### Clock routing, run 1

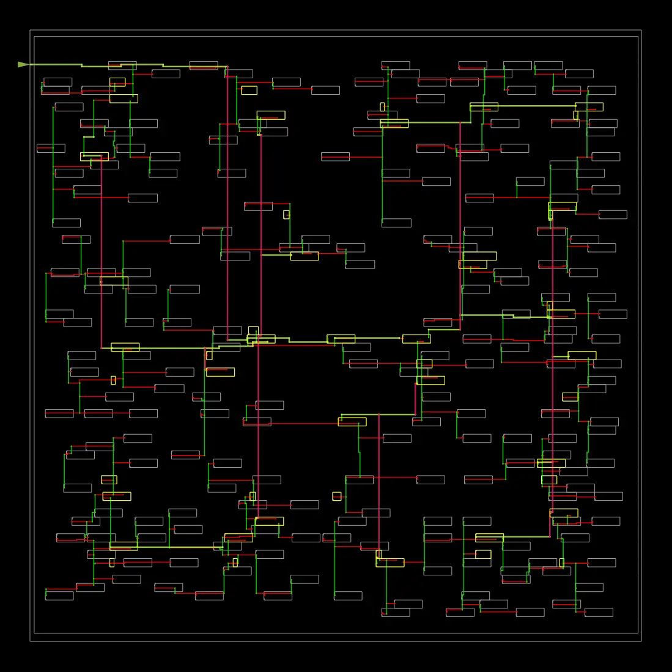
### I/O pins on the die edge, run 1

Pins as bars across the die edge, other pins in grey.
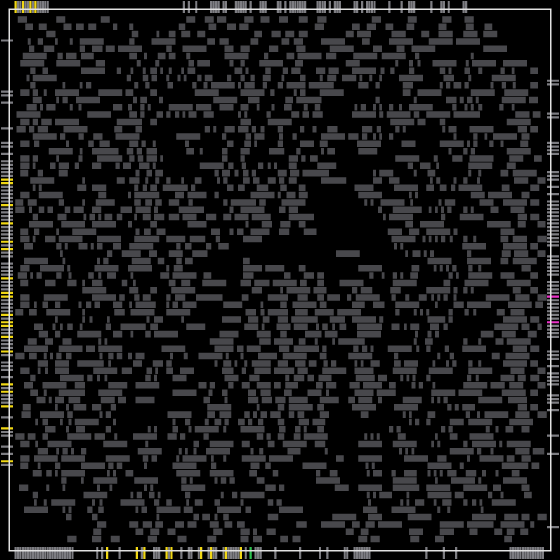
### Placed cells, one colour a class, run 1

Fill, decap, tap and diode cells in grey.
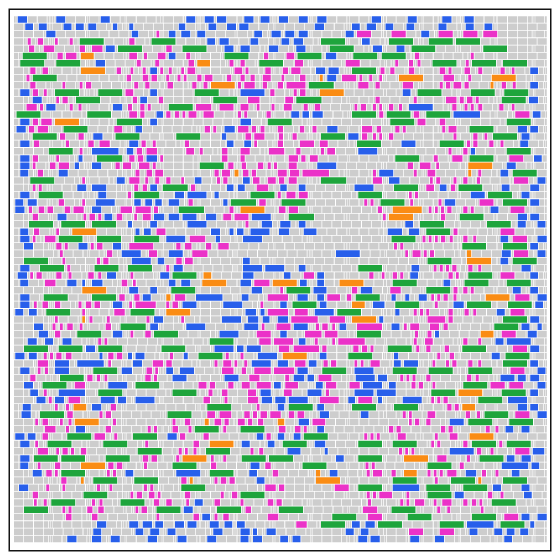
**src/rtl/sls_pkg.sv**
```systemverilog
// Shared definitions for the single load/store access sequencer:
// size codes, FSM state encoding and instruction field positions.
package sls_pkg;

  localparam logic [1:0] SZ_BYTE  = 2'b00;
  localparam logic [1:0] SZ_HALF  = 2'b01;
  localparam logic [1:0] SZ_WORD  = 2'b10;
  localparam logic [1:0] SZ_DWORD = 2'b11;

  localparam int L_BIT = 20;
  localparam int B_BIT = 22;
  localparam int SH_HI = 6;
  localparam int SH_LO = 5;

  typedef enum logic [2:0] {
    S_IDLE,
    S_WAIT1,
    S_GAP,
    S_WAIT2,
    S_DONE,
    S_ERR
  } state_t;

endpackage

```
**src/rtl/sls_decode.sv**
```systemverilog
// Combinational decode of addressing-mode-2/3 load/store instructions
// into access size, direction, signedness and an alignment verdict.
module sls_decode
  import sls_pkg::*;
(
  input  logic [31:0] ir,
  input  logic [2:0]  ea_lo,
  output logic        legal,
  output logic        misaligned,
  output logic [1:0]  size,
  output logic        rw,
  output logic        sign,
  output logic        dword
);

  logic [1:0] sh;
  logic       unused_ir;

  assign unused_ir = ^{ir[31:28], ir[24:23], ir[21], ir[19:8], ir[3:0]};

  always_comb begin
    sh         = ir[SH_HI:SH_LO];
    legal      = 1'b0;
    rw         = 1'b0;
    sign       = 1'b0;
    dword      = 1'b0;
    size       = SZ_WORD;
    misaligned = 1'b0;

    if (ir[27:26] == 2'b01) begin
      legal = 1'b1;
      rw    = ir[L_BIT];
      size  = ir[B_BIT] ? SZ_BYTE : SZ_WORD;
    end else if (ir[27:25] == 3'b000 && ir[7] && ir[4] && sh != 2'b00) begin
      legal = 1'b1;
      // With L clear, SH=10/11 repurpose the load/store encoding as LDRD/STRD.
      unique case ({ir[L_BIT], sh})
        3'b101:  begin rw = 1'b1; size = SZ_HALF; end
        3'b110:  begin rw = 1'b1; size = SZ_BYTE; sign = 1'b1; end
        3'b111:  begin rw = 1'b1; size = SZ_HALF; sign = 1'b1; end
        3'b001:  begin rw = 1'b0; size = SZ_HALF; end
        3'b010:  begin rw = 1'b1; size = SZ_DWORD; dword = 1'b1; end
        3'b011:  begin rw = 1'b0; size = SZ_DWORD; dword = 1'b1; end
        default: legal = 1'b0;
      endcase
    end

    case (size)
      SZ_HALF:  misaligned = ea_lo[0];
      SZ_WORD:  misaligned = |ea_lo[1:0];
      SZ_DWORD: misaligned = |ea_lo;
      default:  misaligned = 1'b0;
    endcase
  end

endmodule

```
**src/rtl/sls_access_sequencer.sv**
```systemverilog
// Load/store sequencer: drives the MOC/MFC RAM handshake, splits doublewords
// into two word accesses, extends loads and reports done/err to the control unit.
module sls_access_sequencer
  import sls_pkg::*;
#(
  parameter int DATA_W      = 32,
  parameter int ADDR_W      = 32,
  parameter int MFC_TIMEOUT = 15
) (
  input  logic              Clk,
  input  logic              Reset_n,
  input  logic              start,
  input  logic [31:0]       IR,
  input  logic [ADDR_W-1:0] ea,
  input  logic [DATA_W-1:0] st_data,
  input  logic [DATA_W-1:0] st_data_hi,
  output logic [ADDR_W-1:0] mem_addr,
  output logic [DATA_W-1:0] mem_wdata,
  output logic              mem_rw,
  output logic [1:0]        mem_size,
  output logic              mem_sign,
  output logic              mem_moc,
  input  logic              mem_mfc,
  input  logic [DATA_W-1:0] mem_rdata,
  output logic [DATA_W-1:0] ld_data,
  output logic [DATA_W-1:0] ld_data_hi,
  output logic              busy,
  output logic              done,
  output logic              err
);

  localparam int CNT_W = $clog2(MFC_TIMEOUT + 1);
  localparam logic [CNT_W-1:0] CNT_LAST = CNT_W'(MFC_TIMEOUT - 1);

  state_t            state;
  logic [CNT_W-1:0]  wait_cnt;
  logic              dword_q;
  logic [DATA_W-1:0] wdata_hi_q;
  logic [DATA_W-1:0] lo_buf;
  logic [DATA_W-1:0] ext_data;

  logic       dec_legal, dec_misaligned, dec_rw, dec_sign, dec_dword;
  logic [1:0] dec_size;

  sls_decode u_decode (
    .ir         (IR),
    .ea_lo      (ea[2:0]),
    .legal      (dec_legal),
    .misaligned (dec_misaligned),
    .size       (dec_size),
    .rw         (dec_rw),
    .sign       (dec_sign),
    .dword      (dec_dword)
  );

  always_comb begin
    ext_data = mem_rdata;
    case (mem_size)
      SZ_BYTE: ext_data = mem_sign ? {{(DATA_W-8){mem_rdata[7]}}, mem_rdata[7:0]}
                                   : {{(DATA_W-8){1'b0}}, mem_rdata[7:0]};
      SZ_HALF: ext_data = mem_sign ? {{(DATA_W-16){mem_rdata[15]}}, mem_rdata[15:0]}
                                   : {{(DATA_W-16){1'b0}}, mem_rdata[15:0]};
      default: ext_data = mem_rdata;
    endcase
  end

  always_ff @(posedge Clk or negedge Reset_n) begin
    if (!Reset_n) begin
      state      <= S_IDLE;
      wait_cnt   <= '0;
      dword_q    <= 1'b0;
      wdata_hi_q <= '0;
      lo_buf     <= '0;
      mem_addr   <= '0;
      mem_wdata  <= '0;
      mem_rw     <= 1'b0;
      mem_size   <= 2'b00;
      mem_sign   <= 1'b0;
      mem_moc    <= 1'b0;
      ld_data    <= '0;
      ld_data_hi <= '0;
      busy       <= 1'b0;
      done       <= 1'b0;
      err        <= 1'b0;
    end else begin
      done <= 1'b0;
      err  <= 1'b0;
      case (state)
        S_IDLE: begin
          if (start) begin
            busy <= 1'b1;
            if (dec_legal && !dec_misaligned) begin
              mem_addr   <= ea;
              mem_wdata  <= st_data;
              wdata_hi_q <= st_data_hi;
              mem_rw     <= dec_rw;
              mem_size   <= dec_dword ? SZ_WORD : dec_size;
              mem_sign   <= dec_sign;
              dword_q    <= dec_dword;
              mem_moc    <= 1'b1;
              wait_cnt   <= '0;
              state      <= S_WAIT1;
            end else begin
              done  <= 1'b1;
              err   <= 1'b1;
              state <= S_ERR;
            end
          end
        end
        // First word of a doubleword is parked in lo_buf so an error on the
        // second access leaves ld_data untouched.
        S_WAIT1: begin
          if (mem_mfc) begin
            mem_moc <= 1'b0;
            if (dword_q) begin
              lo_buf    <= mem_rdata;
              mem_addr  <= mem_addr + ADDR_W'(4);
              mem_wdata <= wdata_hi_q;
              state     <= S_GAP;
            end else begin
              if (mem_rw) ld_data <= ext_data;
              done  <= 1'b1;
              state <= S_DONE;
            end
          end else if (wait_cnt == CNT_LAST) begin
            mem_moc <= 1'b0;
            done    <= 1'b1;
            err     <= 1'b1;
            state   <= S_ERR;
          end else begin
            wait_cnt <= wait_cnt + CNT_W'(1);
          end
        end
        S_GAP: begin
          mem_moc  <= 1'b1;
          wait_cnt <= '0;
          state    <= S_WAIT2;
        end
        S_WAIT2: begin
          if (mem_mfc) begin
            mem_moc <= 1'b0;
            if (mem_rw) begin
              ld_data    <= lo_buf;
              ld_data_hi <= mem_rdata;
            end
            done  <= 1'b1;
            state <= S_DONE;
          end else if (wait_cnt == CNT_LAST) begin
            mem_moc <= 1'b0;
            done    <= 1'b1;
            err     <= 1'b1;
            state   <= S_ERR;
          end else begin
            wait_cnt <= wait_cnt + CNT_W'(1);
          end
        end
        S_DONE, S_ERR: begin
          busy  <= 1'b0;
          state <= S_IDLE;
        end
        default: begin
          mem_moc <= 1'b0;
          busy    <= 1'b0;
          state   <= S_IDLE;
        end
      endcase
    end
  end

endmodule

```
**config.mk**
```make
export PLATFORM = sky130hd
export DESIGN_NAME = sls_access_sequencer
export DESIGN_NICKNAME = d
export VERILOG_FILES = /design/src/rtl/sls_pkg.sv /design/src/rtl/sls_decode.sv /design/src/rtl/sls_access_sequencer.sv
export SDC_FILE = /design/constraint.sdc
export NUM_CORES = 1
export LEC_CHECK = 0
export CAP_MARGIN = 20
export CELL_PAD_IN_SITES_DETAIL_PLACEMENT = 1
export CELL_PAD_IN_SITES_GLOBAL_PLACEMENT = 2
export CORE_UTILIZATION = 24
export CTS_CLUSTER_SIZE = 20
export DETAILED_ROUTE_END_ITERATION = 10
export GPL_TIMING_DRIVEN = 0
export PLACE_DENSITY_LB_ADDON = 0.1
export RECOVER_POWER = 50
export SLEW_MARGIN = 40
export SYNTH_ARGS = -nofsm -noshare
export SYNTH_HDL_FRONTEND = slang
export SYNTH_SLANG_ARGS = --single-unit
```
**constraint.sdc**
```tcl
create_clock -name Clk -period 1.7 [get_ports Clk]
set_input_delay 0.34 -clock Clk [delete_from_list [all_inputs] [get_ports Clk]]
set_output_delay 0.34 -clock Clk [all_outputs]
set_load 0.02 [all_outputs]
```
==> results.json, run 1 <==
{
  "switching_share": 0.400,
  "ys_seq_frac": 0.549,
  "powerDensity_nw_per_um2": 1460,
  "met3_length_mm": 2.18,
  "cts_tree": "done",
  "largest_cell_class": "registers",
  "synth.mux.area_fraction": 0.0508,
  "grt_use_met3": 0.0477,
  "top_power_group": "combinational cells",
  "r2r_setup_slack_ps": -270,
  "gr-usage-met1": 0.257,
  "synth_top_area_share": 0.549,
  "slew_violations": 0,
  "cp_cell_sequence": "clkbuf_8 -> nor2_4 -> nand2_2 -> or2_4 -> o31ai_4 -> buf_6 -> buf_12 -> buf_12 -> nand2_4 -> o2bb2ai_2",
  "fin_cells": 2014,
  "buf_share": 0.289,
  "cap_violations": 0,
  "arrival_ps": 2400,
  "p_sw_mw": 9.79,
  "violations": "negative setup slack",
  "wl_per_cell_um": 20.3,
  "seqPwrFrac": 0.331,
  "place_area_um2": 13100,
  "crit_end": "mem_addr[28]",
  "grt-ovfl-total": 0,
  "sh_seq_area": 0.312,
  "ys_sh_simple": 0.214,
  "highest-signal-layer": "met5",
  "cts_resized": 436,
  "crit_fanout": 5,
  "dpl.cell_count": 1852,
  "mostFrequentLayoutCell": "nand2_1",
  "hpwlAfterDp_mm": 26.9,
  "cts_root_buf": "clkbuf_16",
  "reg2reg_depth": 10,
  "leakage_nw": 7.92,
  "drcViolationCount": 0,
  "holdWs_ps": 130,
  "die_area_um2": 40300,
  "clock-sinks": 208,
  "synth.area.top_cells": "dfrtp_1 55%, nand2_1 14%, o21ai_0 4.5%, mux2_2 3.9%, a21oi_1 3.3%",
  "n_tap_cell": 518,
  "worstMarginPinSlew_ps": 1330,
  "final-comb-area_um2": 5130,
  "yosys-top-cells-count": "360 x nand2_1, 208 x dfrtp_1, 86 x o21ai_0",
  "edf_count": 0,
  "rr_startpoint": "state[1]",
  "pwr-share-clk": 0.230,
  "final_net_count": 1640,
  "total_power_mw": 24.5,
  "rsz0062_at_grt": "true",
  "use_met2": 0.326,
  "detailedRoute.firstIterationViolations": 290,
  "routed-wl-met2_mm": 19.8,
  "most_common_cell": "nand2_1",
  "crit_cells": 10,
  "syn_avg_cell_area_um2": 8.97,
  "ys_cells": 1056,
  "slowest_stage": "dfrtp_1",
  "fin_ws_ps": -274,
  "comb_share": 0.307,
  "antenna_found_initial": 4,
  "critical_path.top_delay_family": "buffers and inverters",
  "yosys.area.top_type": "dfrtp_1",
  "synthesis.instances": 1056,
  "path_clk_slew_ps": 60,
  "p_int_mw": 14.7,
  "synth_area_um2": 9480,
  "warnings": 53,
  "drive_gt1_frac": 0.332,
  "floorplan.core_util": 0.244,
  "status": "finished, violations left",
  "grt-busiest-layer": "met2",
  "cts_hold_buf": 1,
  "fillCellCount": 4394,
  "hold_violations": 0,
  "min_from": "IR[6]",
  "viasPerCell": 4.66,
  "cp-startpoint": "state[1]",
  "required_ps": 2130,
  "htreeDepth": 1,
  "finalCriticalPeriod_ps": 1970,
  "yosys_warnings": 0,
  "grt_pass1_wl_mm": 61.6,
  "preCtsSetupSlack_ps": -1130,
  "worstHoldPathCells": 3,
  "finalSetupViolCount": 151,
  "layout_top_cells": "278 x nand2_1, 196 x dfrtp_1, 126 x clkdlybuf4s50_1, 115 x dlygate4sd2_1, 61 x nand2_2",
  "pg_comb_mw": 10.7,
  "timing.final.crit_share": 1.16,
  "cts_setup_buffers": 66,
  "grt_max_degree": 67,
  "seq_power_mw": 8.10,
  "end_kind": "flop",
  "tns_ps": -23190,
  "synthArstFlopShare": 1.00,
  "synth.logic.top_family": "simple AND/OR/NAND/NOR gates",
  "synthAoiAreaFrac": 0.147,
  "flop_area_um2": 5220,
  "routed_wl_mm": 41.0,
  "io_pins": 300,
  "syn_to_final_growth_pct": 76.5,
  "grt_pass1_vias": 9898,
  "drt_first_pass_iters": 4
}
## Picture notes: 'Clock routing'
flop count: 208
clock skew: 14.4 ps
total CTS buffers: 27

## Picture notes: 'I/O pins on the die edge'
port	colour	pins	direction	edge
`busy`	green	1	output	south
`mem_wdata`	yellow	32	output	19 west, 9 south, 4 north
`mem_size`	magenta	2	output	east
count of port buffers added during placement: 275
Chip Height: 201 um
die width: 201 um

## Picture notes: 'Placed cells, one colour a class'
class	colour	cells
other buffers and delay cells	blue	455
clock drivers and dummy loads	orange	49
flip-flops	green	208
all other logic	magenta	781
Placeable Area: 38800 um^2
fin util: 0.431
Finished Cell Area: 16700 um^2
Cell Rows: 72

==> inputs of run 2 (changes only) <==
--- a/config.mk
+++ b/config.mk
@@ -11,6 +11,7 @@
 export CORE_UTILIZATION = 24
 export CTS_CLUSTER_SIZE = 20
 export DETAILED_ROUTE_END_ITERATION = 10
+export GPL_ROUTABILITY_DRIVEN = 0
 export GPL_TIMING_DRIVEN = 0
 export PLACE_DENSITY_LB_ADDON = 0.1
 export RECOVER_POWER = 50
### I/O pins on the die edge, run 2

Pins as bars across the die edge, other pins in grey.
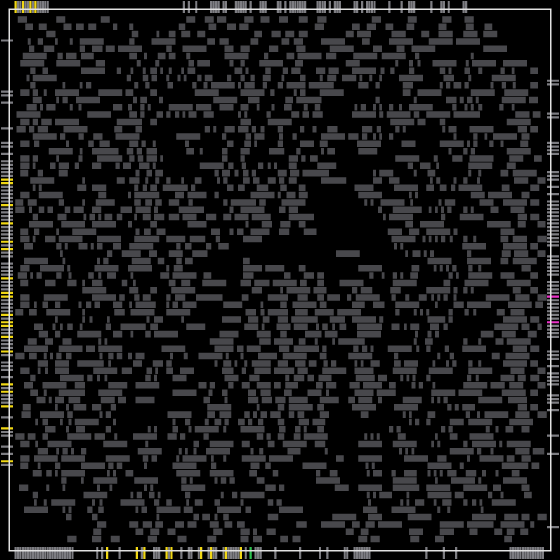
port	colour	pins	direction	edge
`mem_wdata`	yellow	32	output	19 west, 9 south, 4 north
`mem_size`	magenta	2	output	east
`busy`	green	1	output	south

### Placed cells, one colour a class, run 2

Fill, decap, tap and diode cells in grey.
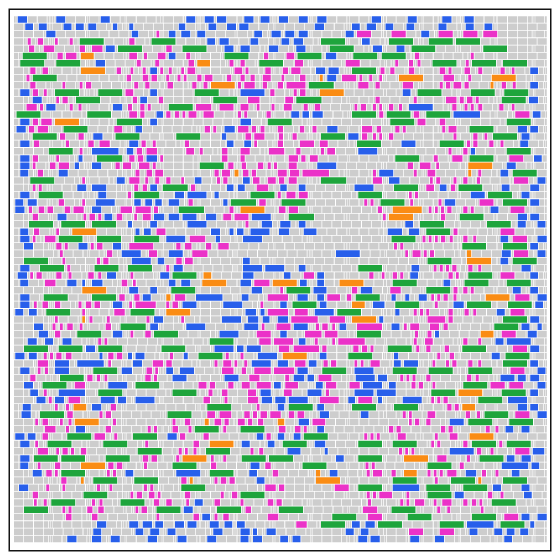
flop share of the area: 0.312

==> run 2 against run 1 <==
The run still ends with negative setup slack left. Sequential power about the same. Critical path depth is the same. Non-clock buffer count did not move. Area after synthesis unchanged. Clock skew stayed put. Critical path type unchanged. Critical endpoint unchanged. Highest routed layer unchanged.
==> results.json, run 2 <==
{
  "antenna_found_initial": 4,
  "logic_gate_count": 775,
  "drcViolationCount": 0,
  "syn_avg_cell_area_um2": 8.97,
  "min_from": "IR[6]",
  "use_met2": 0.326,
  "synth_chip_area_um2": 9480,
  "core_um2": 38800,
  "vdd_drop_max_v": 0.000759,
  "n_all_inverters": 6,
  "cts_hold_buf": 1,
  "synth_top_area_share": 0.549,
  "synth.area.top_cells": "dfrtp_1 55%, nand2_1 14%, o21ai_0 4.5%, mux2_2 3.9%, a21oi_1 3.3%",
  "routed-wl-met2_mm": 19.8,
  "synthAdderAreaFrac": 0.00396,
  "die_area_um2": 40300,
  "drive_gt1_frac": 0.332,
  "rsz0062_at_grt": "true",
  "crit_cells": 10,
  "fin_worst_skew_ps": 14.4,
  "gr-usage-met1": 0.257,
  "cts_root_buf": "clkbuf_16",
  "flop_area_um2": 5220,
  "grt-busiest-layer": "met2",
  "numSynthFlops": 208,
  "fillCellCount": 4394,
  "area_share_clock_buf_inv": 0.0520,
  "rr_startpoint": "state[1]",
  "cts_resized": 436,
  "reg2reg_depth": 10,
  "end_kind": "flop",
  "cts_tree": "done",
  "highest-signal-layer": "met5",
  "ys_seq_frac": 0.549,
  "warnings": 53,
  "seq_power_mw": 8.10,
  "clock-sinks": 208,
  "critical_path.top_delay_family": "buffers and inverters",
  "largest_cell_class": "registers",
  "comb_share": 0.307,
  "fin_area_um2": 16700,
  "seq_cells": 208,
  "final_net_count": 1640,
  "preCtsSetupSlack_ps": -1130,
  "hpwlAfterDp_mm": 26.9,
  "p_int_mw": 14.7,
  "cap_violations": 0,
  "pg_comb_mw": 10.7,
  "violations": "negative setup slack",
  "ys_sh_simple": 0.214,
  "powerDensity_nw_per_um2": 1460,
  "hold_violations": 0,
  "status": "finished, violations left",
  "place_area_um2": 13100,
  "synthArstFlopShare": 1.00,
  "floorplan.core_util": 0.244,
  "combPwrFrac": 0.439,
  "worstHoldPathCells": 3,
  "grt_pass1_vias": 9898,
  "cts_setup_buffers": 66,
  "final-comb-area_um2": 5130,
  "viasPerCell": 4.66,
  "yosys.area.top_type": "dfrtp_1",
  "syn_to_final_growth_pct": 76.5,
  "met3_length_mm": 2.18,
  "total_power_mw": 24.5,
  "n_tap_cell": 518,
  "ys_cells": 1056,
  "max_freq_mhz": 507,
  "clkLatencyLatePin_ps": 540,
  "synthesis.instances": 1056,
  "numCtsBuffers": 27,
  "htreeDepth": 1,
  "top_power_group": "combinational cells",
  "crit_fanout": 5,
  "finalSetupViolCount": 151,
  "detailedRoute.firstIterationViolations": 290,
  "switching_share": 0.400,
  "required_ps": 2130,
  "p_sw_mw": 9.79,
  "die_h_um": 201,
  "pwr-share-clk": 0.230,
  "numPortBuffers": 275,
  "fin_cells": 2014,
  "slew_violations": 0,
  "buf_share": 0.289,
  "most_common_cell": "nand2_1",
  "synth.logic.top_family": "simple AND/OR/NAND/NOR gates",
  "cp-startpoint": "state[1]",
  "grt_use_met3": 0.0477,
  "seqPwrFrac": 0.331,
  "dpl.cell_count": 1852,
  "cp_cell_sequence": "clkbuf_8 -> nor2_4 -> nand2_2 -> or2_4 -> o31ai_4 -> buf_6 -> buf_12 -> buf_12 -> nand2_4 -> o2bb2ai_2",
  "grt_max_degree": 67,
  "xor_area_frac": 0,
  "p_clk_mw": 5.63,
  "path_clk_slew_ps": 60,
  "layout_top_cells": "278 x nand2_1, 196 x dfrtp_1, 126 x clkdlybuf4s50_1, 115 x dlygate4sd2_1, 61 x nand2_2",
  "drt_first_pass_iters": 4,
  "r2r_setup_slack_ps": -270,
  "yosys_warnings": 0,
  "holdWs_ps": 130,
  "arrival_ps": 2400,
  "ant_nets": 0,
  "r2r-end": "mem_addr[28]",
  "cp_common_cell": "buf_12",
  "leakage_nw": 7.92,
  "tns_ps": -23190,
  "fin_ws_ps": -274,
  "die_w_um": 201,
  "worstMarginPinSlew_ps": 1330,
  "io_pins": 300,
  "crit_end": "mem_addr[28]",
  "finalCriticalPeriod_ps": 1970,
  "slowest_stage": "dfrtp_1",
  "synthFlopType": "dfrtp_1",
  "finish.utilization": 0.431,
  "n_antenna_cell": 3,
  "edf_count": 0,
  "slowest_delay_ps": 380,
  "synth_area_um2": 9480,
  "grt_pass1_wl_mm": 61.6,
  "path_buffers": 4,
  "mostFrequentLayoutCell": "nand2_1",
  "synth.mux.area_fraction": 0.0508,
  "grt-ovfl-total": 0,
  "row_count": 72,
  "yosys-top-cells-count": "360 x nand2_1, 208 x dfrtp_1, 86 x o21ai_0",
  "synthAoiAreaFrac": 0.147,
  "timing.final.crit_share": 1.16
}
### Signal wires by layer, run 2

Two of the layers only.
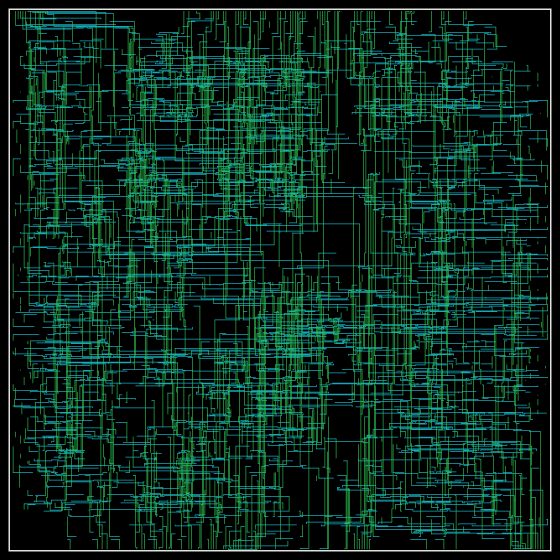
layer	colour	wire length
met1	cyan	18200 um
met2	green	19800 um
final WL: 41.0 mm
vias after detailed routing: 9385
Routed WL per cell: 20.3 um
gr usage total: 0.197

No activity file was given, so power comes from the tool's default toggle rates.
